--- src/rtl/pfu_pkg.sv ---
// rtl/pfu_pkg.sv - shared widths, constants and buffer entry type for the prefetch unit
`ifndef PFU_DEFINES_SVH
`define PFU_DEFINES_SVH
`define INST_WIDTH 32
`define PC_WIDHT 32
`define ZERO_INST 32'h0000_0000
`define ZERO_PC 32'h0000_0000
`define PC_INC 4
`endif

package pfu_pkg;

  localparam int INST_W = `INST_WIDTH;
  localparam int PC_W   = `PC_WIDHT;

  // One buffered fetch: the instruction word and the address it came from.
  typedef struct packed {
    logic [INST_W-1:0] inst;
    logic [PC_W-1:0]   pc;
  } fetch_entry_t;

  localparam int ENTRY_W = $bits(fetch_entry_t);

  // Redirect targets are forced onto a word boundary.
  function automatic logic [PC_W-1:0] align_pc(input logic [PC_W-1:0] pc);
    logic [PC_W-1:0] r;
    r      = pc;
    r[1:0] = 2'b00;
    return r;
  endfunction

endpackage

--- src/rtl/pfu_fifo.sv ---
// rtl/pfu_fifo.sv - synchronous FIFO with clear and occupancy count for fetched instructions
module pfu_fifo #(
  parameter int WIDTH = 64,
  parameter int DEPTH = 4
) (
  input  logic                     clk_i,
  input  logic                     rst_i,
  input  logic                     clr_i,
  input  logic                     push_i,
  input  logic [WIDTH-1:0]         data_i,
  input  logic                     pop_i,
  output logic [WIDTH-1:0]         data_o,
  output logic                     empty_o,
  output logic [$clog2(DEPTH):0]   count_o
);

  localparam int PTR_W = $clog2(DEPTH);
  localparam int CNT_W = PTR_W + 1;

  logic [WIDTH-1:0] mem_q [DEPTH];
  logic [WIDTH-1:0] mem_d [DEPTH];
  logic [PTR_W-1:0] wr_ptr_q, wr_ptr_d;
  logic [PTR_W-1:0] rd_ptr_q, rd_ptr_d;
  logic [CNT_W-1:0] count_q, count_d;
  logic             do_push, do_pop, full;

  // Next state: clear wins over everything, pointers wrap naturally (power-of-two depth).
  always_comb begin
    mem_d    = mem_q;
    wr_ptr_d = wr_ptr_q;
    rd_ptr_d = rd_ptr_q;
    count_d  = count_q;
    full     = (count_q == CNT_W'(DEPTH));
    do_pop   = pop_i && (count_q != '0);
    do_push  = push_i && (!full || do_pop);
    if (clr_i) begin
      wr_ptr_d = '0;
      rd_ptr_d = '0;
      count_d  = '0;
    end else begin
      if (do_push) begin
        mem_d[wr_ptr_q] = data_i;
        wr_ptr_d        = wr_ptr_q + PTR_W'(1);
      end
      if (do_pop) begin
        rd_ptr_d = rd_ptr_q + PTR_W'(1);
      end
      count_d = count_q + CNT_W'(do_push) - CNT_W'(do_pop);
    end
  end

  // Storage and pointers; storage is zeroed so the head reads as zero out of reset.
  always_ff @(posedge clk_i or posedge rst_i) begin
    if (rst_i) begin
      for (int i = 0; i < DEPTH; i++) begin
        mem_q[i] <= '0;
      end
      wr_ptr_q <= '0;
      rd_ptr_q <= '0;
      count_q  <= '0;
    end else begin
      mem_q    <= mem_d;
      wr_ptr_q <= wr_ptr_d;
      rd_ptr_q <= rd_ptr_d;
      count_q  <= count_d;
    end
  end

  assign data_o  = mem_q[rd_ptr_q];
  assign empty_o = (count_q == '0);
  assign count_o = count_q;

endmodule

--- src/rtl/pfu.sv ---
// rtl/pfu.sv - instruction prefetch unit: credit-limited fetch, in-order response capture, flush handling
module pfu
  import pfu_pkg::*;
#(
  parameter logic [PC_W-1:0] RESET_PC   = 32'h0000_0000,
  parameter int              FIFO_DEPTH = 4
) (
  input  logic              clk_i,
  input  logic              rst_i,
  output logic              pfu2imem_req_o,
  output logic [PC_W-1:0]   pfu2imem_addr_o,
  input  logic              imem2pfu_gnt_i,
  input  logic              imem2pfu_rvalid_i,
  input  logic [INST_W-1:0] imem2pfu_rdata_i,
  input  logic              ctrl2pfu_flush_i,
  input  logic [PC_W-1:0]   ctrl2pfu_branch_pc_i,
  input  logic              ctrl2pfu_stall_i,
  output logic              pfu2dpu_valid_o,
  output logic [INST_W-1:0] pfu2dpu_inst_o,
  output logic [PC_W-1:0]   pfu2dpu_pc_o,
  input  logic              dpu2pfu_ready_i
);

  localparam int CNT_W  = $clog2(FIFO_DEPTH) + 1;
  localparam int SUM_W  = CNT_W + 1;
  // Discards can pile up across back-to-back redirects, so give them headroom.
  localparam int DROP_W = CNT_W + 4;

  logic [PC_W-1:0]   fetch_pc_q, fetch_pc_d;
  logic [PC_W-1:0]   resp_pc_q, resp_pc_d;
  logic [CNT_W-1:0]  outstanding_q, outstanding_d;
  logic [DROP_W-1:0] drop_cnt_q, drop_cnt_d;
  logic [CNT_W-1:0]  fifo_count;
  logic [SUM_W-1:0]  credit_used;
  logic              fifo_empty, fifo_push, fifo_pop;
  logic              grant, keep_rsp;
  fetch_entry_t      push_entry, head_entry;

  // Request credit and per-cycle transfer decisions; a flush suppresses all of them.
  always_comb begin
    credit_used    = SUM_W'(fifo_count) + SUM_W'(outstanding_q);
    pfu2imem_req_o = !rst_i && !ctrl2pfu_stall_i && !ctrl2pfu_flush_i &&
                     (credit_used < SUM_W'(FIFO_DEPTH));
    grant          = pfu2imem_req_o && imem2pfu_gnt_i;
    keep_rsp       = imem2pfu_rvalid_i && !ctrl2pfu_flush_i && (drop_cnt_q == '0);
    fifo_push      = keep_rsp;
    fifo_pop       = !fifo_empty && dpu2pfu_ready_i && !ctrl2pfu_flush_i;
    push_entry     = '{inst: imem2pfu_rdata_i, pc: resp_pc_q};
  end

  // Address and bookkeeping updates; on redirect every live in-flight response becomes a discard.
  always_comb begin
    fetch_pc_d    = fetch_pc_q;
    resp_pc_d     = resp_pc_q;
    outstanding_d = outstanding_q;
    drop_cnt_d    = drop_cnt_q;
    if (ctrl2pfu_flush_i) begin
      fetch_pc_d    = align_pc(ctrl2pfu_branch_pc_i);
      resp_pc_d     = align_pc(ctrl2pfu_branch_pc_i);
      drop_cnt_d    = drop_cnt_q + DROP_W'(outstanding_q) - DROP_W'(imem2pfu_rvalid_i);
      outstanding_d = '0;
    end else begin
      if (grant) begin
        fetch_pc_d = fetch_pc_q + PC_W'(`PC_INC);
      end
      if (imem2pfu_rvalid_i && (drop_cnt_q != '0)) begin
        drop_cnt_d = drop_cnt_q - DROP_W'(1);
      end
      if (keep_rsp) begin
        resp_pc_d = resp_pc_q + PC_W'(`PC_INC);
      end
      outstanding_d = outstanding_q + CNT_W'(grant) - CNT_W'(keep_rsp);
    end
  end

  // State registers.
  always_ff @(posedge clk_i or posedge rst_i) begin
    if (rst_i) begin
      fetch_pc_q    <= RESET_PC;
      resp_pc_q     <= RESET_PC;
      outstanding_q <= '0;
      drop_cnt_q    <= '0;
    end else begin
      fetch_pc_q    <= fetch_pc_d;
      resp_pc_q     <= resp_pc_d;
      outstanding_q <= outstanding_d;
      drop_cnt_q    <= drop_cnt_d;
    end
  end

  pfu_fifo #(
    .WIDTH (ENTRY_W),
    .DEPTH (FIFO_DEPTH)
  ) u_fifo (
    .clk_i   (clk_i),
    .rst_i   (rst_i),
    .clr_i   (ctrl2pfu_flush_i),
    .push_i  (fifo_push),
    .data_i  (push_entry),
    .pop_i   (fifo_pop),
    .data_o  (head_entry),
    .empty_o (fifo_empty),
    .count_o (fifo_count)
  );

  assign pfu2imem_addr_o = fetch_pc_q;
  assign pfu2dpu_valid_o = !fifo_empty;
  assign pfu2dpu_inst_o  = head_entry.inst;
  assign pfu2dpu_pc_o    = head_entry.pc;

  // A response when nothing is owed means the memory side broke the handshake.
  assert property (@(posedge clk_i) disable iff (rst_i)
    imem2pfu_rvalid_i |-> ((outstanding_q != '0) || (drop_cnt_q != '0)));

endmodule
--- config.mk ---
export PLATFORM = sky130hd
export DESIGN_NAME = pfu
export DESIGN_NICKNAME = d
export VERILOG_FILES = /design/src/rtl/pfu_pkg.sv /design/src/rtl/pfu_fifo.sv /design/src/rtl/pfu.sv
export SDC_FILE = /design/constraint.sdc
export NUM_CORES = 1
export LEC_CHECK = 0
export ABC_AREA = 1
export CELL_PAD_IN_SITES_DETAIL_PLACEMENT = 1
export CELL_PAD_IN_SITES_GLOBAL_PLACEMENT = 1
export CORE_MARGIN = 5
export CORE_UTILIZATION = 44
export CTS_BUF_LIST = sky130_fd_sc_hd__clkbuf_8
export CTS_CLUSTER_SIZE = 8
export DETAILED_ROUTE_END_ITERATION = 12
export PLACE_DENSITY = 0.8
export SLEW_MARGIN = 20
export SYNTH_ARGS = -nofsm -noshare
export SYNTH_HDL_FRONTEND = slang
export SYNTH_SLANG_ARGS = --single-unit
--- constraint.sdc ---
create_clock -name clk_i -period 20.6 [get_ports clk_i]
set_input_delay 6.18 -clock clk_i [delete_from_list [all_inputs] [get_ports clk_i]]
set_output_delay 6.18 -clock clk_i [all_outputs]
set_load 0.05 [all_outputs]
Routing congestion:
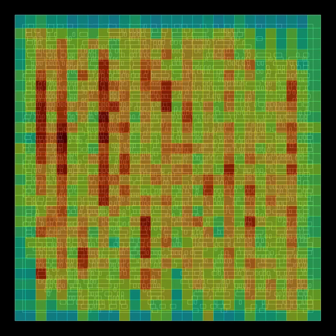
GRT Overall Usage: 23.5%
grt peak-use layer: met2
met3 Use GR: 3.66%
met2 usage: 40.2%

Gate-type map:
Bar = 50 um.
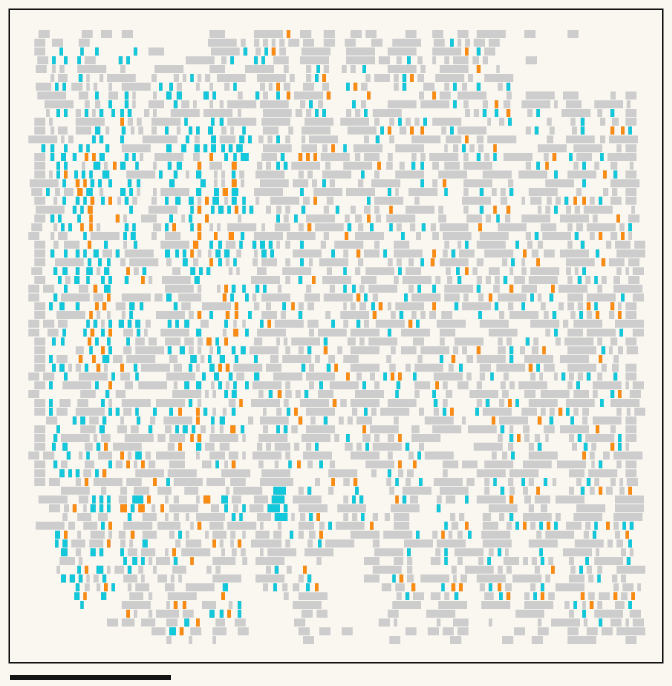
Key: cyan = NAND gates [cells 597, most used nand2_1, where all over the die]; orange = NOR gates [cells 226, most used nor2_1, where all over the die]

Cell density map:
20 x 20 tiles, from dark blue (low) to red (high), 0 to 100% covered.
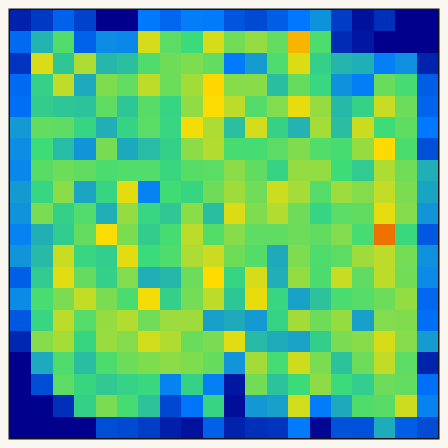
4.0% of the tiles are nearly empty. 1.3% of the tiles are over 75% full. The mean over all tiles is 45%. The fullest tile reaches 87%.

Clock distribution:
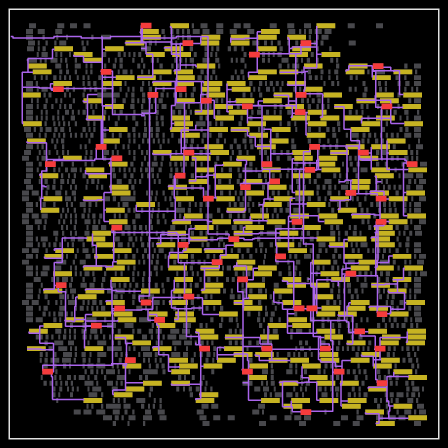
Key: yellow = flip-flops [count 325]; purple = clock wires [length 4770 um]; red = clock drivers [count 58]
Position of the flops: all over the die. There are 59 routed clock nets.

Metal layers overlaid:
Bar = 50 um.
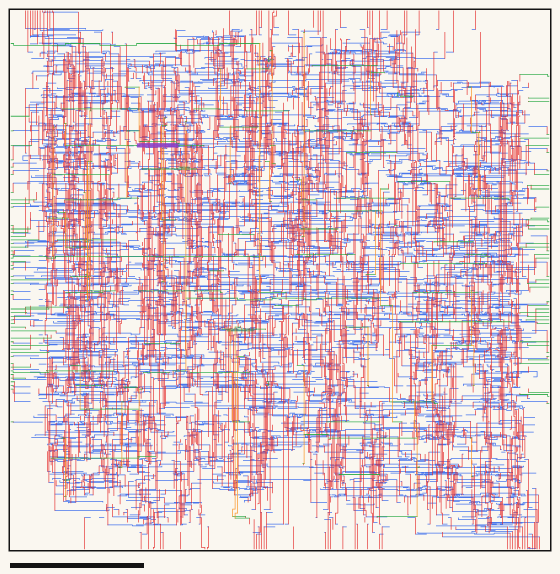
Key: red = metal 2 [wire length 23.3 mm]; green = metal 3 [wire length 1860 um]; purple = metal 5 [wire length 13.8 um]; blue = metal 1 [wire length 21.6 mm]; orange = metal 4 [wire length 1310 um]

[sequential cells by signal, indices dropped and copies added (netlist names)]
register         flops
drop_cnt_q           7
outstanding_q        3
pfu2imem_addr_o     30
resp_pc_q           30
u_fifo.count_o       3
u_fifo.mem_q       248
u_fifo.rd_ptr_q      2
u_fifo.wr_ptr_q      2
[final cells by class]
type	count	area [sq um]
Clock buffer	75	1030
Clock inverter	29	165
Fill cell	4459	17400
Inverter	178	682
Multi-Input combinational cell	1410	6750
Sequential cell	325	8140
Tap cell	468	586
Timing Repair Buffer	175	1730
[Yosys cell counts (10+ instances only)]
master | count | area [sq um]
buf_6 | 28 | 315
xor2_1 | 27 | 236
clkbuf_1 | 55 | 206
nor3_1 | 10 | 50.1
dfrtp_1 | 325 | 8130
buf_1 | 14 | 52.6
o21ai_0 | 179 | 896
nand4_1 | 12 | 75.1
inv_1 | 173 | 649
a21oi_1 | 10 | 50.1
ha_1 | 26 | 325
buf_2 | 11 | 55.1
o211ai_1 | 10 | 75.1
nor2_1 | 213 | 800
nand3_1 | 75 | 375
o22ai_1 | 62 | 388
o21ai_1 | 232 | 1160
nand2_1 | 501 | 1880
[report_power, final]
part | internal, mW | switching, mW
Clock | 0.338 | 0.275
Combinational | 0.325 | 0.699
Sequential | 0.711 | 0.0633
[worst min-delay path by stage]
stage / from / to / slack, ps / depth (start not counted)
global placement: u_fifo.mem_q[125] / u_fifo.mem_q[125] / 460 / 2
detailed placement: u_fifo.mem_q[191] / u_fifo.mem_q[191] / 470 / 2
floorplan: u_fifo.mem_q[124] / u_fifo.mem_q[124] / 450 / 2
global route: u_fifo.mem_q[126] / u_fifo.mem_q[126] / 500 / 2
finish: u_fifo.mem_q[163] / u_fifo.mem_q[163] / 480 / 2
CTS: u_fifo.mem_q[58] / u_fifo.mem_q[58] / 480 / 2
==> CHANGELOG.md <==
## Implementation

- Status: finished, final reports clean
- LEAKAGE: around 9.1 nW
- Post-DP HPWL: slightly above 30 mm
- Starting DRC count in detailed routing: approximately 660
- Mean number of vias per cell: roughly 5.4
- Post-CTS Setup Bufs: 0
- Number of hold buffers added after CTS: 0
- Post-route ant nets: 0
- Die W: between 200 and 250 um
- R2R Setup Slk: 17680 ps
- Fin. Hold Viols: 0
- Endpoints failing setup: 0
- Final Power: approximately 2.4 mW
- FMAX: just under 70 MHz
- Dpl cell area: 17900 sq um
- Clock sink count: between 300 and 400
- Pin count of the biggest net entering global routing: 122
- Num ports: between 150 and 200
- Cell Rows: 70
- Actual slew at the worst max-slew pin: slightly below 1000 ps
- Worst r2r src: drop_cnt_q[5]
- Synth logic family: simple AND/OR/NAND/NOR gates
- Met3 WL: 1.86 mm
- CTS tree: built
- CP required: between 10000 and 15000 ps
- CP Depth: 5
- Placed insts: 2555
- Crit-path most repeated cell: clkdlybuf4s50_1
- Setup crit end: pfu2imem_req_o
- Htree depth: 2
- CTS Buf Count: 58
- Clk_skew: around 19 ps
- Vias: roughly 14000
- Kind of critical path: in2out
- RSZ-0062 raised after global routing: no
- Startpoint types: input pin
- Main flop type: dfrtp_1
- Distinct lib cells: 38
No activity file was given, so power comes from the tool's default toggle rates.
